$ cat src/rtl/array_divider_9x5_pkg.sv
// Shared widths, counter sizing and FSM encoding for the 9/5 restoring divider.
// Optional feature macro used by the design: DIV_ZERO_FLAG_EN.
package array_div_pkg;

  localparam int unsigned DIVIDEND_W = 9;
  localparam int unsigned DIVISOR_W  = 5;
  localparam int unsigned CNT_W      = $clog2(DIVIDEND_W);

  typedef enum logic [1:0] {
    IDLE = 2'd0,
    RUN  = 2'd1,
    DONE = 2'd2
  } state_e;

endpackage

$ cat src/rtl/array_divider_9x5_if.sv
// Start/busy/done handshake and operand/result bundle for array_divider_9x5.
// DIV_ZERO_FLAG_EN adds the div_by_zero result flag.
interface array_divider_9x5_if;
  import array_div_pkg::*;

  logic                  start;
  logic [DIVIDEND_W-1:0] dividend;
  logic [DIVISOR_W-1:0]  divisor;
  logic                  busy;
  logic                  done;
  logic [DIVIDEND_W-1:0] quotient;
  logic [DIVISOR_W-1:0]  remainder;

`ifdef DIV_ZERO_FLAG_EN
  logic                  div_by_zero;

  modport master (
    output start, dividend, divisor,
    input  busy, done, quotient, remainder, div_by_zero
  );

  modport slave (
    input  start, dividend, divisor,
    output busy, done, quotient, remainder, div_by_zero
  );
`else
  modport master (
    output start, dividend, divisor,
    input  busy, done, quotient, remainder
  );

  modport slave (
    input  start, dividend, divisor,
    output busy, done, quotient, remainder
  );
`endif

endinterface

$ cat src/rtl/array_divider_9x5_div_step.sv
// One combinational restoring-division step: shift in a dividend bit, subtract if it fits.
// Independent of DIV_ZERO_FLAG_EN.
module div_step
  import array_div_pkg::*;
(
  input  logic [DIVISOR_W:0]   p_i,
  input  logic                 bit_i,
  input  logic [DIVISOR_W-1:0] divisor_i,
  output logic [DIVISOR_W:0]   p_o,
  output logic                 q_o
);

  localparam int unsigned SW = DIVISOR_W + 2;

  logic [SW-1:0] shifted;
  logic [SW-1:0] dvs_ext;

  // P < divisor between steps keeps the difference inside DIVISOR_W+1 bits
  assign shifted = {p_i, bit_i};
  assign dvs_ext = SW'(divisor_i);
  assign q_o     = (shifted >= dvs_ext);
  assign p_o     = q_o ? (DIVISOR_W+1)'(shifted - dvs_ext) : shifted[DIVISOR_W:0];

endmodule

$ cat src/rtl/array_divider_9x5_dreg.sv
// Load-enabled result register with synchronous active-high clear.
// Independent of DIV_ZERO_FLAG_EN; width chosen by the instantiating block.
module DReg #(
  parameter int unsigned WIDTH = 1
) (
  input  logic             clk,
  input  logic             rst,
  input  logic             en_i,
  input  logic [WIDTH-1:0] d_i,
  output logic [WIDTH-1:0] q_o
);

  always_ff @(posedge clk) begin
    if (rst) begin
      q_o <= '0;
    end else if (en_i) begin
      q_o <= d_i;
    end
  end

endmodule

$ cat src/rtl/array_divider_9x5.sv
// Sequential restoring divider, 9-bit dividend by 5-bit divisor, one quotient bit per clock.
// DIV_ZERO_FLAG_EN: zero divisor short-circuits to DONE and raises div_by_zero.
module array_divider_9x5
  import array_div_pkg::*;
(
  input  logic                 clk,
  input  logic                 rst,
  array_divider_9x5_if.slave   bus
);

`ifdef DIV_ZERO_FLAG_EN
  localparam int unsigned OUT_W = DIVIDEND_W + DIVISOR_W + 1;
`else
  localparam int unsigned OUT_W = DIVIDEND_W + DIVISOR_W;
`endif

  state_e                state_q, state_d;
  logic [CNT_W-1:0]      cnt_q, cnt_d;
  logic [DIVIDEND_W-1:0] dvd_q, dvd_d;
  logic [DIVISOR_W-1:0]  dvs_q, dvs_d;
  logic [DIVISOR_W:0]    p_q, p_d, p_step;
  logic                  q_bit;
  logic                  busy_q, busy_d;
  logic                  done_q, done_d;
  logic                  out_en;
  logic [OUT_W-1:0]      out_d, out_q;

  // dvd_q shifts dividend bits out of the top and quotient bits in at the bottom
  div_step u_step (
    .p_i       (p_q),
    .bit_i     (dvd_q[DIVIDEND_W-1]),
    .divisor_i (dvs_q),
    .p_o       (p_step),
    .q_o       (q_bit)
  );

  DReg #(.WIDTH(OUT_W)) u_out (
    .clk  (clk),
    .rst  (rst),
    .en_i (out_en),
    .d_i  (out_d),
    .q_o  (out_q)
  );

  always_ff @(posedge clk) begin
    if (rst) begin
      state_q <= IDLE;
      cnt_q   <= '0;
      dvd_q   <= '0;
      dvs_q   <= '0;
      p_q     <= '0;
      busy_q  <= 1'b0;
      done_q  <= 1'b0;
    end else begin
      state_q <= state_d;
      cnt_q   <= cnt_d;
      dvd_q   <= dvd_d;
      dvs_q   <= dvs_d;
      p_q     <= p_d;
      busy_q  <= busy_d;
      done_q  <= done_d;
    end
  end

  always_comb begin
    state_d = state_q;
    cnt_d   = cnt_q;
    dvd_d   = dvd_q;
    dvs_d   = dvs_q;
    p_d     = p_q;
    busy_d  = 1'b0;
    done_d  = 1'b0;
    out_en  = 1'b0;
    out_d   = out_q;

    unique case (state_q)
      IDLE, DONE: begin
        if (bus.start) begin
          dvd_d = bus.dividend;
          dvs_d = bus.divisor;
          p_d   = '0;
          cnt_d = '0;
`ifdef DIV_ZERO_FLAG_EN
          if (bus.divisor == '0) begin
            state_d = DONE;
            done_d  = 1'b1;
            out_en  = 1'b1;
            out_d   = {{DIVIDEND_W{1'b1}}, bus.dividend[DIVISOR_W-1:0], 1'b1};
          end else begin
            // Result fields hold; only the flag clears on a new operation
            state_d = RUN;
            busy_d  = 1'b1;
            out_en  = 1'b1;
            out_d   = {out_q[OUT_W-1:1], 1'b0};
          end
`else
          state_d = RUN;
          busy_d  = 1'b1;
`endif
        end else begin
          state_d = IDLE;
        end
      end

      RUN: begin
        busy_d = 1'b1;
        p_d    = p_step;
        dvd_d  = {dvd_q[DIVIDEND_W-2:0], q_bit};
        cnt_d  = cnt_q + CNT_W'(1);
        if (cnt_q == CNT_W'(DIVIDEND_W - 1)) begin
          state_d = DONE;
          busy_d  = 1'b0;
          done_d  = 1'b1;
          out_en  = 1'b1;
`ifdef DIV_ZERO_FLAG_EN
          out_d   = {dvd_d, p_step[DIVISOR_W-1:0], 1'b0};
`else
          out_d   = {dvd_d, p_step[DIVISOR_W-1:0]};
`endif
        end
      end

      default: begin
        state_d = IDLE;
      end
    endcase
  end

  assign bus.busy      = busy_q;
  assign bus.done      = done_q;
  assign bus.quotient  = out_q[OUT_W-1 -: DIVIDEND_W];
  assign bus.remainder = out_q[OUT_W-DIVIDEND_W-1 -: DIVISOR_W];
`ifdef DIV_ZERO_FLAG_EN
  assign bus.div_by_zero = out_q[0];
`endif

endmodule

$ cat src/flat_wrapper.sv
// flat-port wrapper written by rule: the top's interface ports become plain ports
module array_divider_9x5_flat import array_div_pkg::*;
  (clk, rst, bus_start, bus_dividend, bus_divisor, bus_busy, bus_done, bus_quotient, bus_remainder);
  array_divider_9x5_if bus_i ();
  input  logic clk;
  input  logic rst;
  input wire logic [$bits(bus_i.start)-1:0] bus_start;
  input wire logic [$bits(bus_i.dividend)-1:0] bus_dividend;
  input wire logic [$bits(bus_i.divisor)-1:0] bus_divisor;
  output wire logic [$bits(bus_i.busy)-1:0] bus_busy;
  output wire logic [$bits(bus_i.done)-1:0] bus_done;
  output wire logic [$bits(bus_i.quotient)-1:0] bus_quotient;
  output wire logic [$bits(bus_i.remainder)-1:0] bus_remainder;
  assign bus_i.start = bus_start;
  assign bus_i.dividend = bus_dividend;
  assign bus_i.divisor = bus_divisor;
  assign bus_busy = bus_i.busy;
  assign bus_done = bus_i.done;
  assign bus_quotient = bus_i.quotient;
  assign bus_remainder = bus_i.remainder;
  array_divider_9x5 u_core (.clk(clk), .rst(rst), .bus(bus_i));
endmodule
$ cat config.mk
export PLATFORM = sky130hd
export DESIGN_NAME = array_divider_9x5_flat
export DESIGN_NICKNAME = d
export VERILOG_FILES = /design/src/rtl/array_divider_9x5_pkg.sv /design/src/rtl/array_divider_9x5_if.sv /design/src/rtl/array_divider_9x5_div_step.sv /design/src/rtl/array_divider_9x5_dreg.sv /design/src/rtl/array_divider_9x5.sv /design/src/flat_wrapper.sv
export SDC_FILE = /design/constraint.sdc
export NUM_CORES = 1
export LEC_CHECK = 0
export CAP_MARGIN = 20
export CORE_UTILIZATION = 50
export DETAILED_ROUTE_END_ITERATION = 8
export GPL_TIMING_DRIVEN = 0
export PLACE_DENSITY_LB_ADDON = 0.3
export SLEW_MARGIN = 30
export SYNTH_ARGS = -nofsm -noshare
export SYNTH_HDL_FRONTEND = slang
export SYNTH_SLANG_ARGS = --single-unit
$ cat constraint.sdc
create_clock -name clk -period 2.35 [get_ports clk]
set_input_delay 0.47 -clock clk [delete_from_list [all_inputs] [get_ports clk]]
set_output_delay 0.47 -clock clk [all_outputs]
set_load 0.1 [all_outputs]
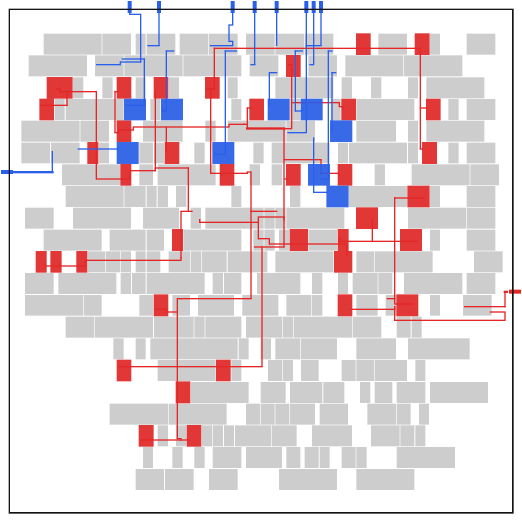
(images/io_fan.png)
Scale: 8 px per um.
Red is `rst`, direction input, end cells 38, buffers 5, wire 395 um. Blue is `bus_dividend`, direction input, end cells 9, buffers 9, wire 166 um.

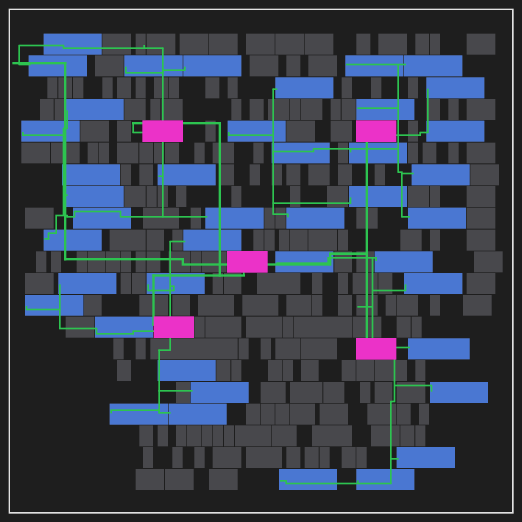
(images/clk_routes.png)
Scale: 8 px per um.
Green is clock wires, length 489 um. Blue is flip-flops, count 42. Magenta is clock drivers, count 5.
There are 6 routed clock nets. Position of the flops: widely spread.

==> results.py <==
# Synthesis and PnR figures
metrics = {
    "outcome": {
        "status": "finished clean",
    },
    "timing": {
        "setup_viol": 0,
        "rsz0062_at_grt": "false",
        "fin_worst_skew_ns": 0.00685,
        "finalSetupTns_ns": 0,
        "setup_ws_ns": 0.0935,
        "slew_viol_final": 0,
        "min_period_ns": 2.26,
        "max_freq_ghz": 0.443,
        "relSlewSlack_pct": 35.0,
    },
    "global_route": {
        "gr-max-usage-layer": "met2",
        "grt_max_degree": 14,
        "antenna_found_initial": 0,
        "overflow": 0,
        "first_global_vias": 1455,
        "grt_pass1_wl_um": 6420,
    },
    "final_layout": {
        "ff_count": 42,
        "layout-area-overhead-vs-synth_pct": 26.7,
        "largest_register_ffs": 14,
        "comb_area_share_pct": 39.4,
        "drive_above_1_share_pct": 6.56,
        "comb_cells": 156,
        "fin_nets": 284,
        "design_area_mm2": 0.00234,
        "num-nonclk-inverters": 9,
        "seq_share_pct": 36.0,
        "comb_area_um2": 922,
        "clk_share_pct": 4.71,
        "top_register": "u_core.u_out.q_o",
        "nClkBuffers": 6,
        "final_common_cell": "nand2_1",
        "buffer_area_share_pct": 15.9,
        "fill_cells": 284,
        "n_all_buffers": 44,
        "regArea_um2": 842,
        "largestRegisters": "u_core.u_out.q_o (14), u_core.dvd_q (9), u_core.p_q (6)",
    },
    "clocking": {
        "clock_path_buffers": 2,
        "cts_resized": 0,
        "numCtsBuffers": 5,
        "cts_tree": "yes",
        "cts-root-buf": "clkbuf_8",
        "path_clk_slew_ns": 0.08,
        "ctsHoldBuffers": 0,
        "post_cts_buffers": 0,
        "h-tree-depth": 2,
        "worstSkewPairLatency_ns": 0.30,
        "clock-sinks": 42,
    },
    "worst_setup_path": {
        "critPathSlowestCell": "clkdlybuf4s50_1",
        "crit_type": "reg2out",
        "crit_end": "bus_remainder[0]",
        "cp.depth": 1,
        "cp-start-kind": "flop",
        "crit_arrival_ns": 1.79,
        "regToRegSetupSlack_ns": 0.11,
        "worst_path_largest_cell_delay_ns": 1.13,
        "crit_start": "u_core.u_out.q_o[0]$_SDFFE_PP0P_",
        "r2r-start": "u_core.dvs_q[2]$_SDFFE_PP0N_",
        "crit_family": "buffers and inverters",
        "end_kind": "primary output",
        "cp.required_ns": 1.88,
    },
    "synthesis": {
        "top_cell": "nand2_1",
        "syn_avg_cell_area_um2": 8.43,
        "synthTopCellsByCount": "nand2_1 (46), dfxtp_1 (42), a21oi_1 (30)",
        "syn_nets": 245,
        "synthArstFlopShare_pct": 0,
        "ys_area_mm2": 0.00185,
        "synth.cellmix.compoundShare_pct": 18.7,
        "top_area_cell": "dfxtp_1",
        "area_leaders": "dfxtp_1 (46%), nand2_1 (9.4%), a21oi_1 (8.1%)",
        "synth_cell_types": 35,
        "ys.flops": 42,
        "synthCells": 219,
        "yosys-stat-cells": 219,
        "adder_share_pct": 6.51,
        "synth_area_mm2": 0.00185,
        "synth-warning-count": 0,
    },
    "power": {
        "power_clock_uw": 567,
        "p_total_uw": 1680,
        "cellLeakagePower_uw": 0.000846,
        "sw_frac_of_total_pct": 27.4,
        "power_frac_comb_pct": 20.5,
        "internal_power_uw": 1220,
        "ir_worst_vdd_v": 0.000527,
        "comb_cell_power_uw": 344,
        "p_sw_uw": 461,
        "seq-power_uw": 767,
        "maxPowerGroup": "registers",
        "p_seq_share_pct": 45.7,
        "p_clk_share_pct": 33.8,
    },
    "route": {
        "first_iter_violations": 122,
        "vias": 1615,
        "wl_met3_um": 129,
        "met2_wirelength_um": 1750,
    },
    "min_path": {
        "min_to": "u_core.u_out.q_o[8]$_SDFFE_PP0P_",
        "hp-class": "reg2reg",
        "hold_path_startpoint": "u_core.u_out.q_o[8]$_SDFFE_PP0P_",
        "holdPathStages": 2,
    },
    "place": {
        "gp_congestion": 0.876,
        "numPortBuffers": 32,
        "placed_cell_area_mm2": 0.00222,
    },
    "floorplanning": {
        "taps": 46,
        "num_rows": 21,
        "io_pins": 33,
        "fp_util_pct": 53.6,
    },
}
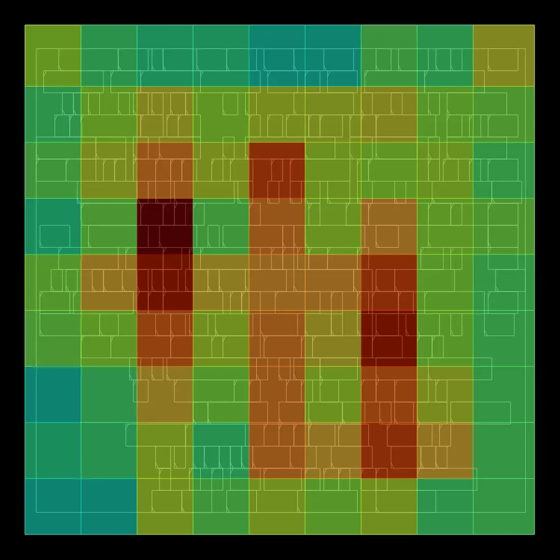
(images/congestion.png)
WL/cell: 12.6 um
M1 GR Usage: 27.6%
GR Util met2: 33.0%
final core utilization: 67.9%
met3 Use GR: 3.83%

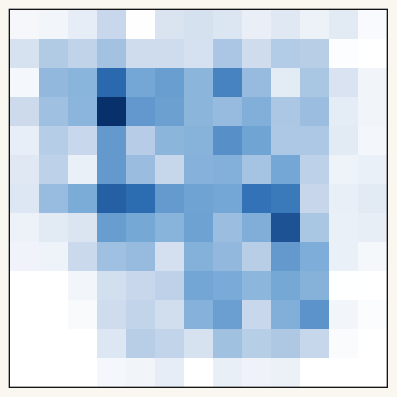
(images/metal_density.png)
Scale: 6 px per um. The die is cut into 13 by 13 equal tiles; white is low, dark blue is high, scaled to the fullest tile. Values are wire area over tile area, all layers added.
The densest ninth of the die: center. 12% of the tiles are nearly empty. The emptiest ninth of the die: lower left. The fullest tile reaches 0.55. 17% of the tiles are over half the peak. The mean over all tiles is 0.15.

No activity file was given, so power comes from the tool's default toggle rates.
